## src/rtl/uart_rx_core.sv

```systemverilog
// UART receive engine: synchronizes rxd, samples each bit mid-period on the
// shared oversample tick, and hands completed words to a valid/ready register.
`timescale 1ns/1ps
module uart_rx_core #(
  parameter int DATA_BITS  = 8,
  parameter int OVERSAMPLE = 16,
  parameter int PARITY     = 0
) (
  input  logic                 clk,
  input  logic                 reset,
  input  logic                 tick,
  input  logic                 rxd,
  input  logic                 rx_ready,
  output logic [DATA_BITS-1:0] rx_data,
  output logic                 rx_valid,
  output logic                 rx_perr,
  output logic                 frame_err,
  output logic                 overrun,
  output logic                 busy
);

  localparam int TW = $clog2(OVERSAMPLE);
  localparam logic [TW-1:0] HALF_LAST = TW'(OVERSAMPLE / 2 - 1);
  localparam logic [TW-1:0] FULL_LAST = TW'(OVERSAMPLE - 1);
  localparam logic [3:0]    LAST_BIT  = 4'(DATA_BITS - 1);

  typedef enum logic [2:0] {
    S_IDLE, S_START, S_DATA, S_PARITY, S_STOP, S_BREAK
  } state_t;

  state_t                r_state;
  state_t                w_next;
  logic                  r_rxdMeta;
  logic                  r_rxdSync;
  logic [TW-1:0]         r_tcnt;
  logic [3:0]            r_bcnt;
  logic [DATA_BITS-1:0]  r_sh;
  logic                  r_framePerr;
  logic [DATA_BITS-1:0]  r_rxData;
  logic                  r_rxValid;
  logic                  r_rxPerr;
  logic                  r_frameErr;
  logic                  r_overrun;
  logic                  r_busy;

  logic w_halfHit;
  logic w_fullHit;
  logic w_deliver;
  logic w_stopLow;
  logic w_accept;
  logic w_drop;
  logic w_parErr;
  logic w_tcntClear;

  // Two-flop synchronizer; idles high so reset never looks like a start bit
  always_ff @(posedge clk or negedge reset) begin
    if (!reset) begin
      r_rxdMeta <= 1'b1;
      r_rxdSync <= 1'b1;
    end else begin
      r_rxdMeta <= rxd;
      r_rxdSync <= r_rxdMeta;
    end
  end

  always_ff @(posedge clk or negedge reset) begin
    if (!reset) r_state <= S_IDLE;
    else        r_state <= w_next;
  end

  always_comb begin
    w_next = r_state;
    unique case (r_state)
      S_IDLE:   if (tick && !r_rxdSync) w_next = S_START;
      S_START:  if (w_halfHit) w_next = r_rxdSync ? S_IDLE : S_DATA;
      S_DATA:   if (w_fullHit && r_bcnt == LAST_BIT)
                  w_next = (PARITY != 0) ? S_PARITY : S_STOP;
      S_PARITY: if (w_fullHit) w_next = S_STOP;
      S_STOP:   if (w_fullHit) w_next = r_rxdSync ? S_IDLE : S_BREAK;
      S_BREAK:  if (tick && r_rxdSync) w_next = S_IDLE;
      default:  w_next = S_IDLE;
    endcase
  end

  always_comb begin
    w_halfHit   = tick && (r_tcnt == HALF_LAST) && (r_state == S_START);
    w_fullHit   = tick && (r_tcnt == FULL_LAST);
    w_deliver   = (r_state == S_STOP) && w_fullHit && r_rxdSync;
    w_stopLow   = (r_state == S_STOP) && w_fullHit && !r_rxdSync;
    w_accept    = w_deliver && (!r_rxValid || rx_ready);
    w_drop      = w_deliver && r_rxValid && !rx_ready;
    w_parErr    = (PARITY == 2) ? ~((^r_sh) ^ r_rxdSync) : ((^r_sh) ^ r_rxdSync);
    w_tcntClear = (r_state == S_IDLE) || (r_state == S_BREAK) || w_halfHit ||
                  (w_fullHit && (r_state == S_DATA || r_state == S_PARITY ||
                                 r_state == S_STOP));
  end

  // Bits arrive LSB first, so each sample enters at the MSB and shifts down
  always_ff @(posedge clk or negedge reset) begin
    if (!reset) begin
      r_tcnt      <= '0;
      r_bcnt      <= '0;
      r_sh        <= '0;
      r_framePerr <= 1'b0;
    end else if (tick) begin
      r_tcnt <= w_tcntClear ? '0 : r_tcnt + 1'b1;
      if (r_state == S_IDLE) begin
        r_bcnt      <= '0;
        r_framePerr <= 1'b0;
      end
      if (r_state == S_DATA && w_fullHit) begin
        r_sh   <= {r_rxdSync, r_sh[DATA_BITS-1:1]};
        r_bcnt <= r_bcnt + 1'b1;
      end
      if (r_state == S_PARITY && w_fullHit) r_framePerr <= w_parErr;
    end
  end

  always_ff @(posedge clk or negedge reset) begin
    if (!reset) begin
      r_rxData   <= '0;
      r_rxValid  <= 1'b0;
      r_rxPerr   <= 1'b0;
      r_frameErr <= 1'b0;
      r_overrun  <= 1'b0;
      r_busy     <= 1'b0;
    end else begin
      r_frameErr <= w_stopLow;
      r_overrun  <= w_drop;
      r_busy     <= (r_state != S_IDLE);
      if (w_accept) begin
        r_rxData  <= r_sh;
        r_rxPerr  <= r_framePerr;
        r_rxValid <= 1'b1;
      end else if (r_rxValid && rx_ready) begin
        r_rxValid <= 1'b0;
      end
    end
  end

  assign rx_data   = r_rxData;
  assign rx_valid  = r_rxValid;
  assign rx_perr   = r_rxPerr;
  assign frame_err = r_frameErr;
  assign overrun   = r_overrun;
  assign busy      = r_busy;

endmodule

```

## config.mk

```make
export PLATFORM = sky130hd
export DESIGN_NAME = uart_rx_core
export DESIGN_NICKNAME = d
export VERILOG_FILES = /design/src/rtl/uart_rx_core.sv
export SDC_FILE = /design/constraint.sdc
export NUM_CORES = 1
export LEC_CHECK = 0
export ABC_CLOCK_PERIOD_IN_PS = 2000
export CAP_MARGIN = 10
export CORE_UTILIZATION = 50
export CTS_BUF_LIST = sky130_fd_sc_hd__clkbuf_2
export CTS_CLUSTER_SIZE = 30
export DETAILED_ROUTE_END_ITERATION = 16
export HOLD_SLACK_MARGIN = 0.05
export PLACE_DENSITY = 0.72
export RECOVER_POWER = 25
export SLEW_MARGIN = 20
export SYNTH_ARGS = -nofsm -noshare
export SYNTH_HDL_FRONTEND = slang
export SYNTH_SLANG_ARGS = --single-unit
```

## constraint.sdc

```tcl
create_clock -name clk -period 2 [get_ports clk]
set_input_delay 0.4 -clock clk [delete_from_list [all_inputs] [get_ports clk]]
set_output_delay 0.4 -clock clk [all_outputs]
set_load 0.005 [all_outputs]
```

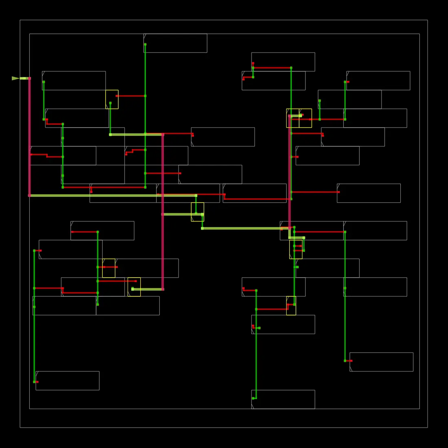
Figure 1: run 1, clock wiring as the flow saved it.
clock skew: 28.60 ps
clock buffers: 6
clock-net power: 0.000311 W
Sink Count: 35

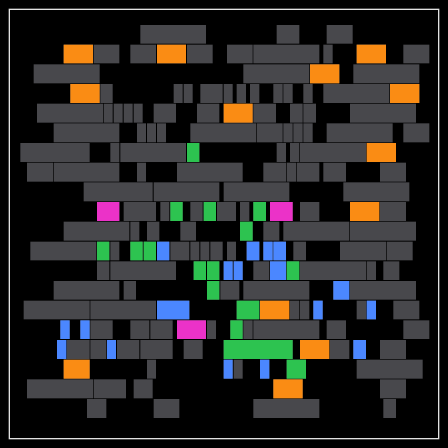
Figure 2: run 1, logic cells by family.
legend:
  mux cells:
    color: orange
    cells: 13
    most_used: mux2_1
    where: all over the die
  non-inverting ao/oa cells:
    color: magenta
    cells: 3
    most_used: a22o_1
  aoi and oai cells:
    color: green
    cells: 16
    most_used: o21ai_1
    where: center
  nor cells:
    color: blue
    cells: 18
    most_used: nor2_1

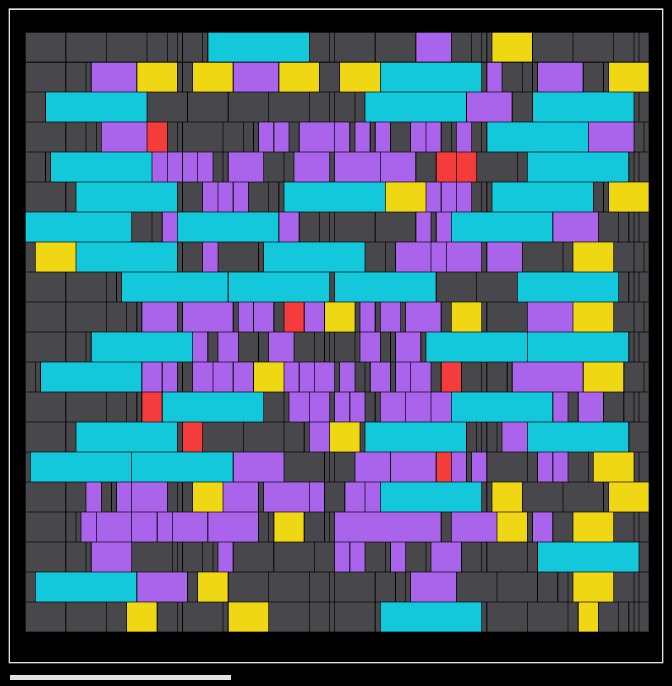
Figure 3: run 1, placed cells, one color a class.
Bar = 20 µm. Fill, decap, tap and diode cells in gray.
legend:
  remaining logic cells:
    color: purple
    cells: 111
  clock drivers and dummy loads:
    color: red
    cells: 8
  sequential cells:
    color: cyan
    cells: 35
  remaining buffers and delay cells:
    color: yellow
    cells: 28

==> results.py, run 1 <==
# Auto-generated metrics
metrics = {
    "clocking": {
        "cts_tree": "built",
        "cts_resized": 0,
        "root_buffer": "clkbuf_2",
        "cts_buffer_depth": 2,
        "htree_levels": 2,
        "cts.clk_slew.worst_paths_ps": 170,
        "worst_skew_pair.late_latency_ps": 380,
        "cts_inserted_buffers": 5,
    },
    "global_routing": {
        "grt_usage": 0.1950,
        "overflow": 0,
        "antenna_found_initial": 0,
        "grt_pass1_vias": 1084,
        "grt_max_degree": 36,
    },
    "synth": {
        "syn_area_per_cell_um2": 10.66,
        "synth.top_cell.area_share": 0.5061,
        "fp_nets": 160,
        "top_cells_by_count": "nand2_1, dfrtp_1, mux2_1",
        "flop_cell": "dfrtp_1",
        "synth.most_common_cell": "nand2_1",
        "synth_area_um2": 1632,
        "synthCells": 153,
        "ys_warn_count": 0,
        "yosysUniqueCellTypes": 35,
        "edf_count": 0,
        "ys_area_um2": 1632,
        "largest_area_cell": "dfrtp_1",
        "yosysSeqAreaShare": 0.5383,
    },
    "die": {
        "initCoreUtil": 0.5301,
        "rows": 20,
        "coreArea_um2": 3078,
        "die_w_um": 59.13,
        "num_io_pins": 18,
    },
    "place": {
        "routabilityCongestion": 0.8372,
        "io_buffers": 17,
        "place_area_um2": 1891,
        "dp_hpwl_mm": 1.986,
        "dpl.cell_count": 217,
        "pre_cts_ws_ps": -218.9,
    },
    "drt": {
        "wl_mm": 2.836,
        "antenna_left": 0,
        "route.met2.wl_mm": 1.286,
        "first_pass_iters": 4,
        "drt_first_iter_violations": 18,
        "viasPerCell": 5.018,
        "post-route-drc-count": 0,
        "via_count": 1134,
    },
    "cells_and_area": {
        "nNetsFinal": 188,
        "logic_area_um2": 704.4,
        "drive_gt1_frac": 0.1538,
        "nFillCells": 262,
        "fin_area_um2": 1934,
        "diodes": 0,
    },
    "timing": {
        "max_freq_mhz": 539.9,
        "post-route-worst-setup-slack_ps": 147.7,
        "finalCritPeriodShare": 0.9261,
        "min_period_ps": 1852,
        "hold_violations": 0,
        "relSlewSlack": 0.4415,
        "maxSlewViolCount": 0,
        "setup_violations": 0,
        "worst-slew-pin-transition_ps": 837.8,
        "rsz0062_at_grt": "false",
        "fin_tns_setup_ps": 0,
    },
    "critical_path": {
        "crit_chain": "ha_1, nand2_1, nor3b_2, nand2_1, a221oi_4, mux2_1",
        "rrSetupSlack_ps": 150,
        "end_kind": "register",
        "required_ps": 2270,
        "crit_path_max_fanout": 3,
        "crit_top_cell": "nand2_1",
        "r2r_cells": 6,
        "crit_arrival_ps": 2120,
        "worstReg2RegStart": "r_tcnt[1]",
        "slowest_delay_ps": 400,
        "crit_slowest_cell": "dfrtp_1",
        "reg2reg_to": "r_state[2]",
    },
    "flow_run": {
        "tool_warnings": 26,
        "maxCapViolCount": 0,
    },
    "power_and_ir_drop": {
        "vdd_drop_max_uv": 430.2,
        "leakagePower_nw": 0.9170,
    },
    "min_path": {
        "holdPathStages": 0,
        "hold_start": "r_rxdMeta",
        "min_to": "r_rxdSync",
    },
    "status": {
        "status": "finished, final reports clean",
    },
}
## run 1: kinds of logic after synthesis
family / synth area share
AOI/OAI and AO/OA: 0.08359
xor gates and xnor gates: 0.05905
adders and majority gates: 0.01533
buffers and inverters: 0.02990
DFF: 0.5383
muxes: 0.08896
and+or+nand+nor: 0.1848
## run 1: power by group
part,total (W),internal [W],switching (W)
combinational,0.000444,0.000214,0.000230
sequential,0.000835,0.000769,0.0000654
clock,0.000311,0.0000859,0.000225
## run 1: per-stage QoR
stage	hold slack (ps)	utilization
4_1_cts	372.1	0.6268
2_1_floorplan	104.4	-
5_1_grt	377.2	0.6285
3_3_place_gp	346.0	0.6142
6_report	369.7	0.6285
3_5_place_dp	349.9	0.6142
## run 1: repair_timing
| item | CTS | global route |
|---|---|---|
| hold buffers | 0 | 0 |
| buffers inserted | 0 | 1 |
| setup endpoints to repair | 0 | 3 |
## run 1: worst max path at each step
stage                     startpoint         end  slack (ps)  cells past startpoint
after global placement          tick  r_state[0]        -130                      6
after floorplan            r_tcnt[0]  r_state[0]         270                      6
after global routing       r_tcnt[1]  r_state[2]          10                      6
final                      r_tcnt[1]  r_state[2]         150                      6
after CTS                  r_tcnt[0]  r_state[2]         110                      6
after detailed placement        tick  r_state[2]        -220                      6
## run 1: layer usage
layer | up-vias | global-route usage
li1 | 569 | -
met1 | 530 | 0.2640
met2 | 28 | 0.2890
met3 | 7 | 0.04585
met4 | 0 | 0.1088
met5 | - | 0
## run 1: worst max-delay path, delay by kind of cell, from the launching register on
| family | cells | cell delay, ps |
|---|---|---|
| AOI/OAI and AO/OA | 1 | 350 |
| muxes | 1 | 370 |
| adders and majority gates | 1 | 210 |
| DFF | 1 | 400 |
| and+or+nand+nor | 3 | 440 |
## run 1: layout make-up
cell class              instances  share of cell area
clock inverters                 2            0.004528
multi-input cells             109              0.3642
inverters                       2            0.003881
well taps                      44             0.02846
repair buffers                 28              0.1294
flip-flops and latches         35              0.4541
clock buffers                   6             0.01552
## run 1: layout by cell type (no fill, tap or decap), types with 2 or more instances in the layout
master and instances:
a22o_1 2, buf_4 10, dlygate4sd3_1 2, nor2_1 11
clkdlybuf4s50_1 15, dfstp_2 2, xnor2_1 9, xor2_1 2
clkbuf_2 7, a21oi_1 4, nand3_1 2, dfrtp_1 33
nand2_1 36, nand2b_1 2, nor3_1 4, o21ai_0 3
ha_1 2, o21ai_1 6, mux2_1 12
## run 1: registers in the layout, indices dropped and copies added (netlist names)
| name | count |
|---|---|
| r_bcnt | 4 |
| r_rxdSync | 1 |
| frame_err | 1 |
| rx_perr | 1 |
| r_rxdMeta | 1 |
| overrun | 1 |
| busy | 1 |
| r_sh | 8 |
| rx_valid | 1 |
| rx_data | 8 |
| r_tcnt | 4 |
| r_state | 3 |
| r_framePerr | 1 |
==> inputs of run 2 (changes only) <==
- ABC_CLOCK_PERIOD_IN_PS: 2000 -> not set
- SKIP_LAST_GASP: not set -> 1
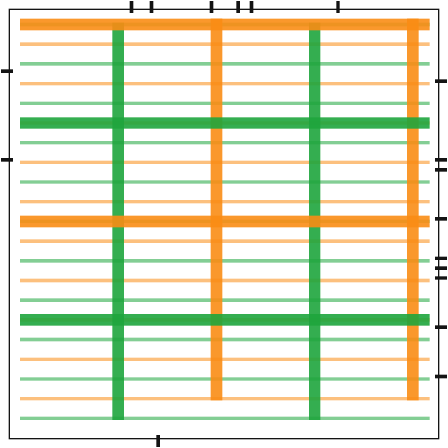
Figure 4: run 2, power grid.
Pins as bars on the die edge.
legend:
  VDD:
    color: orange
  VSS:
    color: green
rows: 20
met4 straps: 4
met5 straps: 4
signal pins: 18
met1 rails: 21
worst vdd ir: 430.2 µV
die extent in x: 59.13 µm
Die Y: 59.13 µm
CORE AREA: 3078 µm²

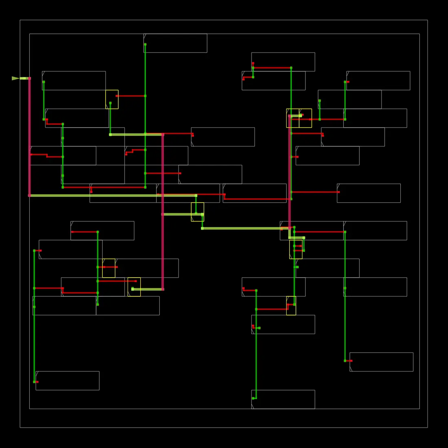
Figure 5: run 2, clock wiring as the flow saved it.
Num CTS Buffers: 5
seq_cells: 35
Latency at later pin: 380 ps

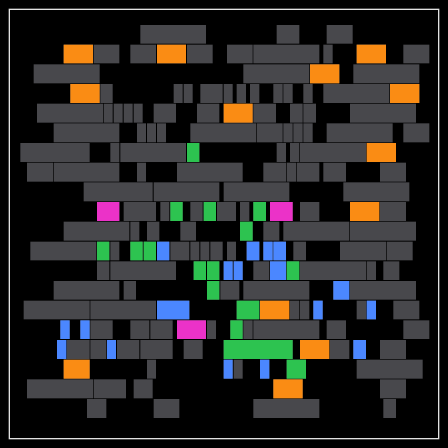
Figure 6: run 2, logic cells by family.
legend:
  non-inverting ao/oa cells:
    color: magenta
    cells: 3
    most_used: a22o_1
  nor cells:
    color: blue
    cells: 18
    most_used: nor2_1
  mux cells:
    color: orange
    cells: 13
    most_used: mux2_1
    where: all over the die
  aoi and oai cells:
    color: green
    cells: 16
    most_used: o21ai_1
    where: center

==> run 2 against run 1 <==
Compared with the run above: sequential share of layout area is the same; synthesized cell count is the same; cell area is the same; non-clock buffer count is the same; critical path type unchanged; highest routed layer unchanged.
==> results.py, run 2 <==
# Auto-generated metrics
metrics = {
    "status": {
        "status": "finished, final reports clean",
    },
    "critical_path": {
        "r2r_cells": 6,
        "crit_slowest_cell": "dfrtp_1",
        "crit_chain": "ha_1, nand2_1, nor3b_2, nand2_1, a221oi_4, mux2_1",
        "slowest_delay_ps": 400,
        "end_kind": "register",
        "critPathTopFamily": "simple AND/OR/NAND/NOR gates",
        "crit_path_max_fanout": 3,
        "crit_top_cell": "nand2_1",
        "critPathLaunchType": "register",
        "reg2reg_to": "r_state[2]",
        "rrSetupSlack_ps": 150,
        "required_ps": 2270,
        "crit_arrival_ps": 2120,
        "critical_path_class": "reg -> reg",
        "worstReg2RegStart": "r_tcnt[1]",
        "crit_buf_inv": 0,
    },
    "power_and_ir_drop": {
        "p_comb_frac": 0.279,
        "power_switching_w": 0.0005208,
        "clkPwrFrac": 0.195,
        "leakagePower_nw": 0.9170,
        "p_int_w": 0.001069,
        "sw_frac_of_total": 0.3276,
        "p_seq_frac": 0.525,
        "pwr_density_cell_nw_per_um2": 821.7,
    },
    "timing": {
        "fin_tns_setup_ps": 0,
        "setup_violations": 0,
        "post-route-worst-setup-slack_ps": 147.7,
        "hold_violations": 0,
        "maxSlewViolCount": 0,
        "worst-slew-pin-transition_ps": 837.8,
        "rsz0062_at_grt": "false",
        "relSlewSlack": 0.4415,
        "min_period_ps": 1852,
        "clock-skew-final_ps": 28.60,
        "max_freq_mhz": 539.9,
        "finalHoldWorstSlack_ps": 369.7,
        "finalCritPeriodShare": 0.9261,
    },
    "cells_and_area": {
        "final_cells": 226,
        "final_cell_mix": "nand2_1, dfrtp_1, clkdlybuf4s50_1",
        "fin_area_um2": 1934,
        "drive_gt1_frac": 0.1538,
        "nNetsFinal": 188,
        "layout_top_cell": "nand2_1",
        "diodes": 0,
        "syn_to_final_growth_pct": 18.56,
    },
    "clocking": {
        "cts.clk_slew.worst_paths_ps": 170,
        "cts_tree": "built",
        "cts_buffer_depth": 2,
        "cts.sinks": 35,
        "root_buffer": "clkbuf_2",
        "cts_resized": 0,
        "htree_levels": 2,
    },
    "global_routing": {
        "grt_pass1_vias": 1084,
        "grt_usage": 0.1950,
        "grt_max_degree": 36,
        "grt_pass1_wl_mm": 4.912,
        "antenna_found_initial": 0,
        "overflow": 0,
    },
    "synth": {
        "top_cells_by_count": "nand2_1, dfrtp_1, mux2_1",
        "syn_area_per_cell_um2": 10.66,
        "ys_area_um2": 1632,
        "ys_warn_count": 0,
        "edf_count": 0,
        "synth.most_common_cell": "nand2_1",
        "yosysUniqueCellTypes": 35,
        "area_leaders": "dfrtp_1, nand2_1, mux2_1",
        "fp_nets": 160,
        "ys_cells": 153,
        "yosysSeqAreaShare": 0.5383,
        "largest_area_cell": "dfrtp_1",
        "flop_cell": "dfrtp_1",
        "ys.flops": 35,
        "synth_area_um2": 1632,
        "ys_async_sr_fraction": 1.000,
        "synthCells": 153,
        "synth.top_cell.area_share": 0.5061,
    },
    "place": {
        "dp_hpwl_mm": 1.986,
        "dpl.cell_count": 217,
        "pre_cts_ws_ps": -218.9,
        "routabilityCongestion": 0.8372,
        "place_area_um2": 1891,
        "io_buffers": 17,
    },
    "die": {
        "die-area_um2": 3496,
        "num_io_pins": 18,
        "rows": 20,
        "initCoreUtil": 0.5301,
    },
    "drt": {
        "drt_first_iter_violations": 18,
        "via_count": 1134,
        "post-route-drc-count": 0,
        "avgRoutedWirePerCell_um": 12.55,
        "wl_mm": 2.836,
        "first_pass_iters": 4,
        "viasPerCell": 5.018,
        "antenna_left": 0,
    },
    "min_path": {
        "min_path_type": "reg -> reg",
        "holdPathStages": 0,
        "hold_start": "r_rxdMeta",
        "min_to": "r_rxdSync",
    },
    "flow_run": {
        "tool_warnings": 26,
        "maxCapViolCount": 0,
    },
}
==> run 2: cell counts in the layout (fill, tap and decap cells not counted) <==
Identical to the previous run, type by type.
==> run 2: power groups by stage <==
stage	Combinational, W	Clock, W	Sequential (W)
finish	0.000444	0.000311	0.000835
global route	0.000503	0.000357	0.000847
CTS	0.000432	0.000325	0.000839
detailed placement	0.000427	0	0.000851
global placement	0.000410	0	0.000849
floorplan	0.000350	0	0.000815
==> run 2: worst register-to-register path, stage by stage (launching register included) <==
cell and delay [ps]:
dfrtp_1 400, ha_1 210, nand2_1 100, nor3b_2 220
nand2_1 120, a221oi_4 350, mux2_1 370
==> run 2: final cells by class <==
type | instances | area [µm²]
Clock inverter | 2 | 8.758
Sequential cell | 35 | 878.3
Clock buffer | 6 | 30.03
Multi-Input combinational cell | 109 | 704.4
Fill cell | 262 | 1144
Tap cell | 44 | 55.05
Inverter | 2 | 7.507
Timing Repair Buffer | 28 | 250.2
==> run 2: how the worst max path moves through the flow <==
stage | depth (start not counted) | from | slack (ps) | to
floorplan | 6 | r_tcnt[0] | 270 | r_state[0]
global placement | 6 | tick | -130 | r_state[0]
detailed placement | 6 | tick | -220 | r_state[2]
CTS | 6 | r_tcnt[0] | 110 | r_state[2]
global route | 6 | r_tcnt[1] | 10 | r_state[2]
finish | 6 | r_tcnt[1] | 150 | r_state[2]
==> run 2: kinds of logic (layout without fill, tap and decap cells) <==
logic type	count (synthesis)	in the layout	synth area share
adders and majority gates	2	2	0.01533
buffers and inverters	9	38	0.02990
DFF	35	35	0.5383
AOI/OAI and AO/OA	19	19	0.08359
xor gates and xnor gates	11	11	0.05905
and+or+nand+nor	64	64	0.1848
muxes	13	13	0.08896
==> run 2: per-layer routing <==
metal,track usage,share of wire
met4,0.1088,0.019
met5,0,0
met3,0.04585,0.044
met1,0.2640,0.48
met2,0.2890,0.45
==> run 2: per-stage QoR <==
step           utilization  power, W
3_5_place_dp        0.6142  0.001278
6_report            0.6285  0.001590
5_1_grt             0.6285  0.001708
2_1_floorplan            -  0.001166
3_3_place_gp        0.6142  0.001260
4_1_cts             0.6268  0.001596
==> run 2: repair_timing <==
item,CTS,global route
setup endpoints to repair,0,3
buffers inserted,0,1
hold buffers,0,0
Figure 7. Placed cells, one color a class (run 2).
Bar = 20 µm. Fill, decap, tap and diode cells in gray.
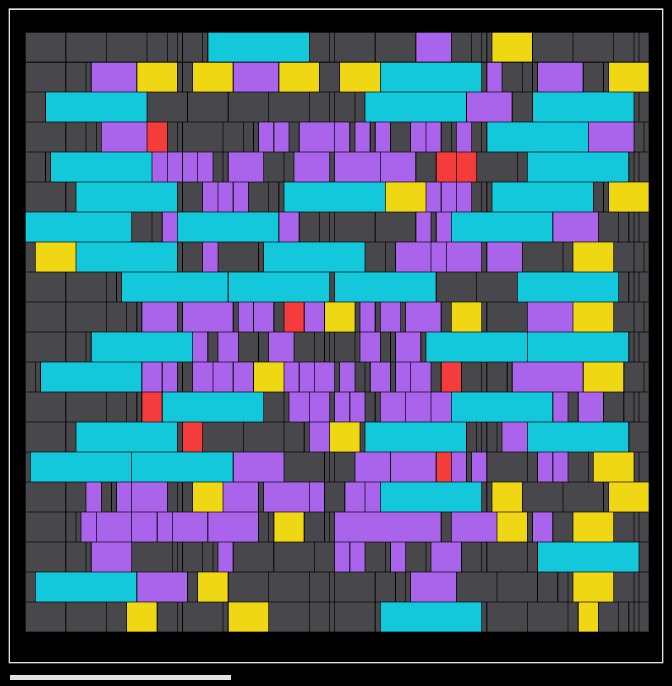

==> inputs of run 3 (changes only) <==
- PLACE_DENSITY: 0.72 -> 0.76
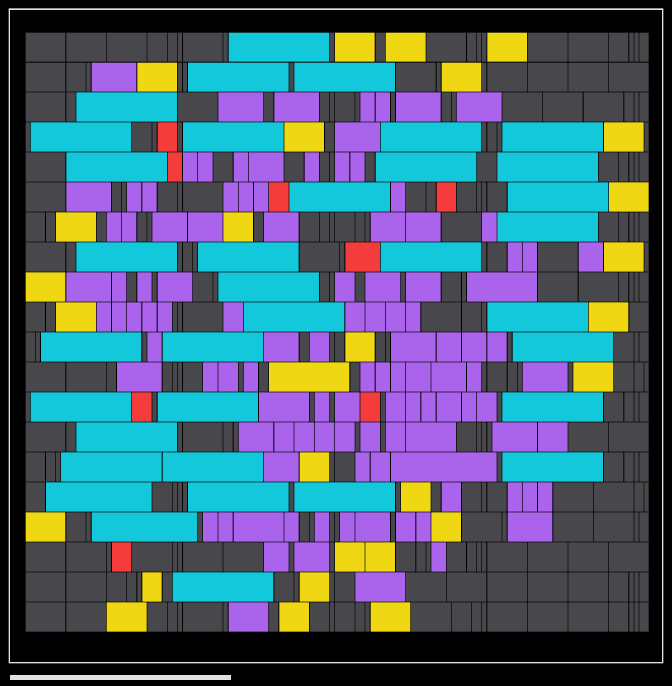
Figure 8: run 3, placed cells, one color a class.
Bar = 20 µm. Fill, decap, tap and diode cells in gray.
legend:
  remaining buffers and delay cells:
    color: yellow
    cells: 28
  sequential cells:
    color: cyan
    cells: 35
  clock drivers and dummy loads:
    color: red
    cells: 8
  remaining logic cells:
    color: purple
    cells: 111

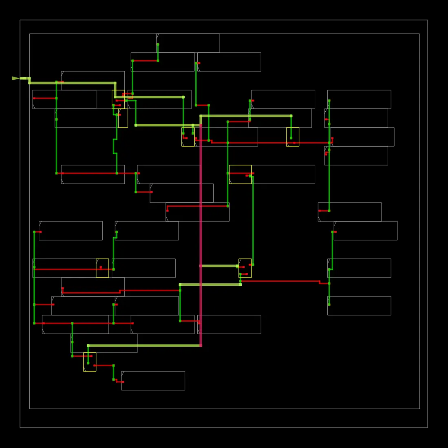
Figure 9: run 3, clock wiring as the flow saved it.
clock-net power: 0.000331 W
Latency at later pin: 390 ps
clock skew: 28.55 ps

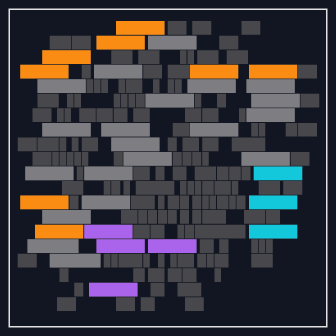
Figure 10: run 3, sequential cells colored by netlist name.
legend:
  `rx_data`:
    color: orange
    sequential_cells: 8
  `r_state`:
    color: cyan
    sequential_cells: 3
  `r_tcnt`:
    color: purple
    sequential_cells: 4
Layout Utilization: 0.6337
P_seq: 0.000859 W
fraction of area in registers: 0.4503
FF+latch area: 878.3 µm²

==> run 3 against run 2 <==
Compared with the run above: combinational power fell by 8.1%; global-route usage rose by 0.89 points; critical path type unchanged; largest power group unchanged; final cell count did not move; largest cell class unchanged; routed wire length rose by 1.3%; critical endpoint is now r_state[1]; total power rose by 0.57%; via count rose by 4.0%; synthesized area did not move; clock power rose by 6.4%; core utilization rose by 0.53 points.
==> results.py, run 3 <==
# Auto-generated metrics
metrics = {
    "clocking": {
        "cts.clk_slew.worst_paths_ps": 190,
        "cts_tree": "built",
        "cts_inserted_buffers": 5,
        "htree_levels": 2,
        "cts_buffer_depth": 2,
        "cts.sinks": 35,
        "root_buffer": "clkbuf_2",
    },
    "critical_path": {
        "crit_top_cell": "nand2_1",
        "slowest_delay_ps": 400,
        "critPathTopFamily": "simple AND/OR/NAND/NOR gates",
        "crit_path_max_fanout": 3,
        "crit_chain": "ha_1, nand2_1, nor3b_2, nand2_1, a221oi_4, mux2_1",
        "crit_slowest_cell": "dfrtp_1",
        "critPathLaunchType": "register",
        "critical_path_class": "reg -> reg",
        "end_kind": "register",
        "required_ps": 2300,
        "crit_buf_inv": 0,
        "crit_arrival_ps": 2170,
    },
    "timing": {
        "rsz0062_at_grt": "false",
        "setup_violations": 0,
        "hold_violations": 0,
        "max_freq_mhz": 534.7,
        "finalHoldWorstSlack_ps": 369.1,
        "finalCritPeriodShare": 0.9350,
        "relSlewSlack": 0.4419,
        "min_period_ps": 1870,
        "maxSlewViolCount": 0,
        "worst-slew-pin-transition_ps": 837.1,
    },
    "synth": {
        "flop_cell": "dfrtp_1",
        "ys_area_um2": 1632,
        "ys.flops": 35,
        "edf_count": 0,
        "fp_nets": 160,
        "synth_area_um2": 1632,
        "yosysSeqAreaShare": 0.5383,
        "ys_warn_count": 0,
        "top_cells_by_count": "nand2_1, dfrtp_1, mux2_1",
        "area_leaders": "dfrtp_1, nand2_1, mux2_1",
        "ys_async_sr_fraction": 1.000,
        "syn_area_per_cell_um2": 10.66,
        "yosysUniqueCellTypes": 35,
        "synth.most_common_cell": "nand2_1",
        "synth.top_cell.area_share": 0.5061,
        "ys_cells": 153,
        "synthCells": 153,
        "largest_area_cell": "dfrtp_1",
    },
    "drt": {
        "wl_mm": 2.873,
        "drt_first_iter_violations": 32,
        "post-route-drc-count": 0,
        "avgRoutedWirePerCell_um": 12.71,
        "first_pass_iters": 4,
        "wl_met1_mm": 1.224,
        "antenna_left": 0,
        "dr_wl_met3_um": 145,
        "highest_layer": "met4",
        "viasPerCell": 5.217,
        "via_count": 1179,
        "route.met2.wl_mm": 1.438,
    },
    "global_routing": {
        "antenna_found_initial": 0,
        "grt_pass1_vias": 1261,
        "grt_pass1_wl_mm": 5.230,
        "grt_usage": 0.2039,
        "grt_max_degree": 36,
        "overflow": 0,
    },
    "status": {
        "status": "finished, final reports clean",
    },
    "power_and_ir_drop": {
        "p_seq_frac": 0.538,
        "vdd_drop_max_uv": 454.1,
        "total_power_w": 0.001599,
        "pwr_density_cell_nw_per_um2": 819.6,
        "p_comb_frac": 0.255,
        "leakagePower_nw": 0.9204,
        "power_switching_w": 0.0005394,
        "sw_frac_of_total": 0.3374,
        "clkPwrFrac": 0.207,
        "p_int_w": 0.001059,
    },
    "cells_and_area": {
        "final_cells": 226,
        "nNetsFinal": 188,
        "layout_top_cell": "nand2_1",
        "drive_gt1_frac": 0.1538,
        "fin_area_um2": 1951,
        "diodes": 0,
        "syn_to_final_growth_pct": 19.56,
        "final_cell_mix": "nand2_1, dfrtp_1, clkdlybuf4s50_1",
    },
    "flow_run": {
        "maxCapViolCount": 0,
        "tool_warnings": 26,
    },
    "place": {
        "io_buffers": 17,
        "place_area_um2": 1903,
        "dp_hpwl_mm": 2.070,
        "routabilityCongestion": 0.7635,
        "dpl.cell_count": 217,
    },
    "die": {
        "initCoreUtil": 0.5301,
        "num_io_pins": 18,
        "coreArea_um2": 3078,
        "die-height_um": 59.13,
        "die_w_um": 59.13,
        "die-area_um2": 3496,
        "rows": 20,
    },
    "min_path": {
        "min_path_type": "reg -> reg",
    },
}
run 3: cell counts after synthesis:
Identical to the previous run, type by type.
run 3: per-stage QoR:
stage	utilization	setup TNS [ps]	setup WS (ps)
2_1_floorplan	-	0	266.8
3_3_place_gp	0.6183	-1112	-125.2
3_5_place_dp	0.6183	-2169	-234.3
4_1_cts	0.6321	0	82.09
5_1_grt	0.6337	0	0.5294
6_report	0.6337	0	129.9
run 3: area by class of cell:
class,instances,area [µm²]
Inverter,2,7.507
Multi-Input combinational cell,109,704.4
Tap cell,44,55.05
Fill cell,250,1127
Sequential cell,35,878.3
Timing Repair Buffer,28,262.8
Clock inverter,2,12.51
Clock buffer,6,30.03
run 3: metal layers:
metal	up-vias	track usage
met3	9	0.06114
met2	36	0.3490
li1	568	-
met1	566	0.2339
met4	0	0.09524
met5	-	0
run 3: logic make-up (layout without fill, tap and decap cells):
logic type,count (synthesis),in the layout,synth area share
AND/OR/NAND/NOR,64,64,0.1848
flip-flops,35,35,0.5383
AND-OR/OR-AND,19,19,0.08359
multiplexers,13,13,0.08896
XOR/XNOR,11,11,0.05905
buffers and inverters,9,38,0.02990
adder cells (fa/ha/maj),2,2,0.01533
run 3: power groups by stage:
stage                     clock [W]  sequential [W]  combinational [W]
final                      0.000331        0.000859           0.000408
after global routing       0.000368        0.000872           0.000461
after CTS                  0.000342        0.000860           0.000393
after detailed placement          0        0.000875           0.000390
after global placement            0        0.000867           0.000368
after floorplan                   0        0.000815           0.000350
run 3: final timing paths:
check,start,endpoint,slack [ps],depth (start not counted)
worst max-delay path,r_tcnt[1],r_state[1],130,6
worst min-delay path,r_rxdMeta,r_rxdSync,370,0
worst max register to register,r_tcnt[1],r_state[1],130,6
worst min register to register,r_rxdMeta,r_rxdSync,370,0
max in group asynchronous,reset,rx_data[3],850,2
min in group asynchronous,reset,busy,610,2
run 3: worst reg2reg max path, delay by kind of cell, from the launching register on:
kind,cells,cell delay (ps)
flip-flops,1,400
adder cells (fa/ha/maj),1,210
AND/OR/NAND/NOR,3,480
AND-OR/OR-AND,1,360
multiplexers,1,350
run 3: what timing repair did:
action                                  CTS  global route
setup buffers                             0             1
endpoints found under the setup margin    0             3
gates resized                             0             0
hold buffers                              0             0
Power figures rest on the tool's default switching activity, not on a simulated workload.
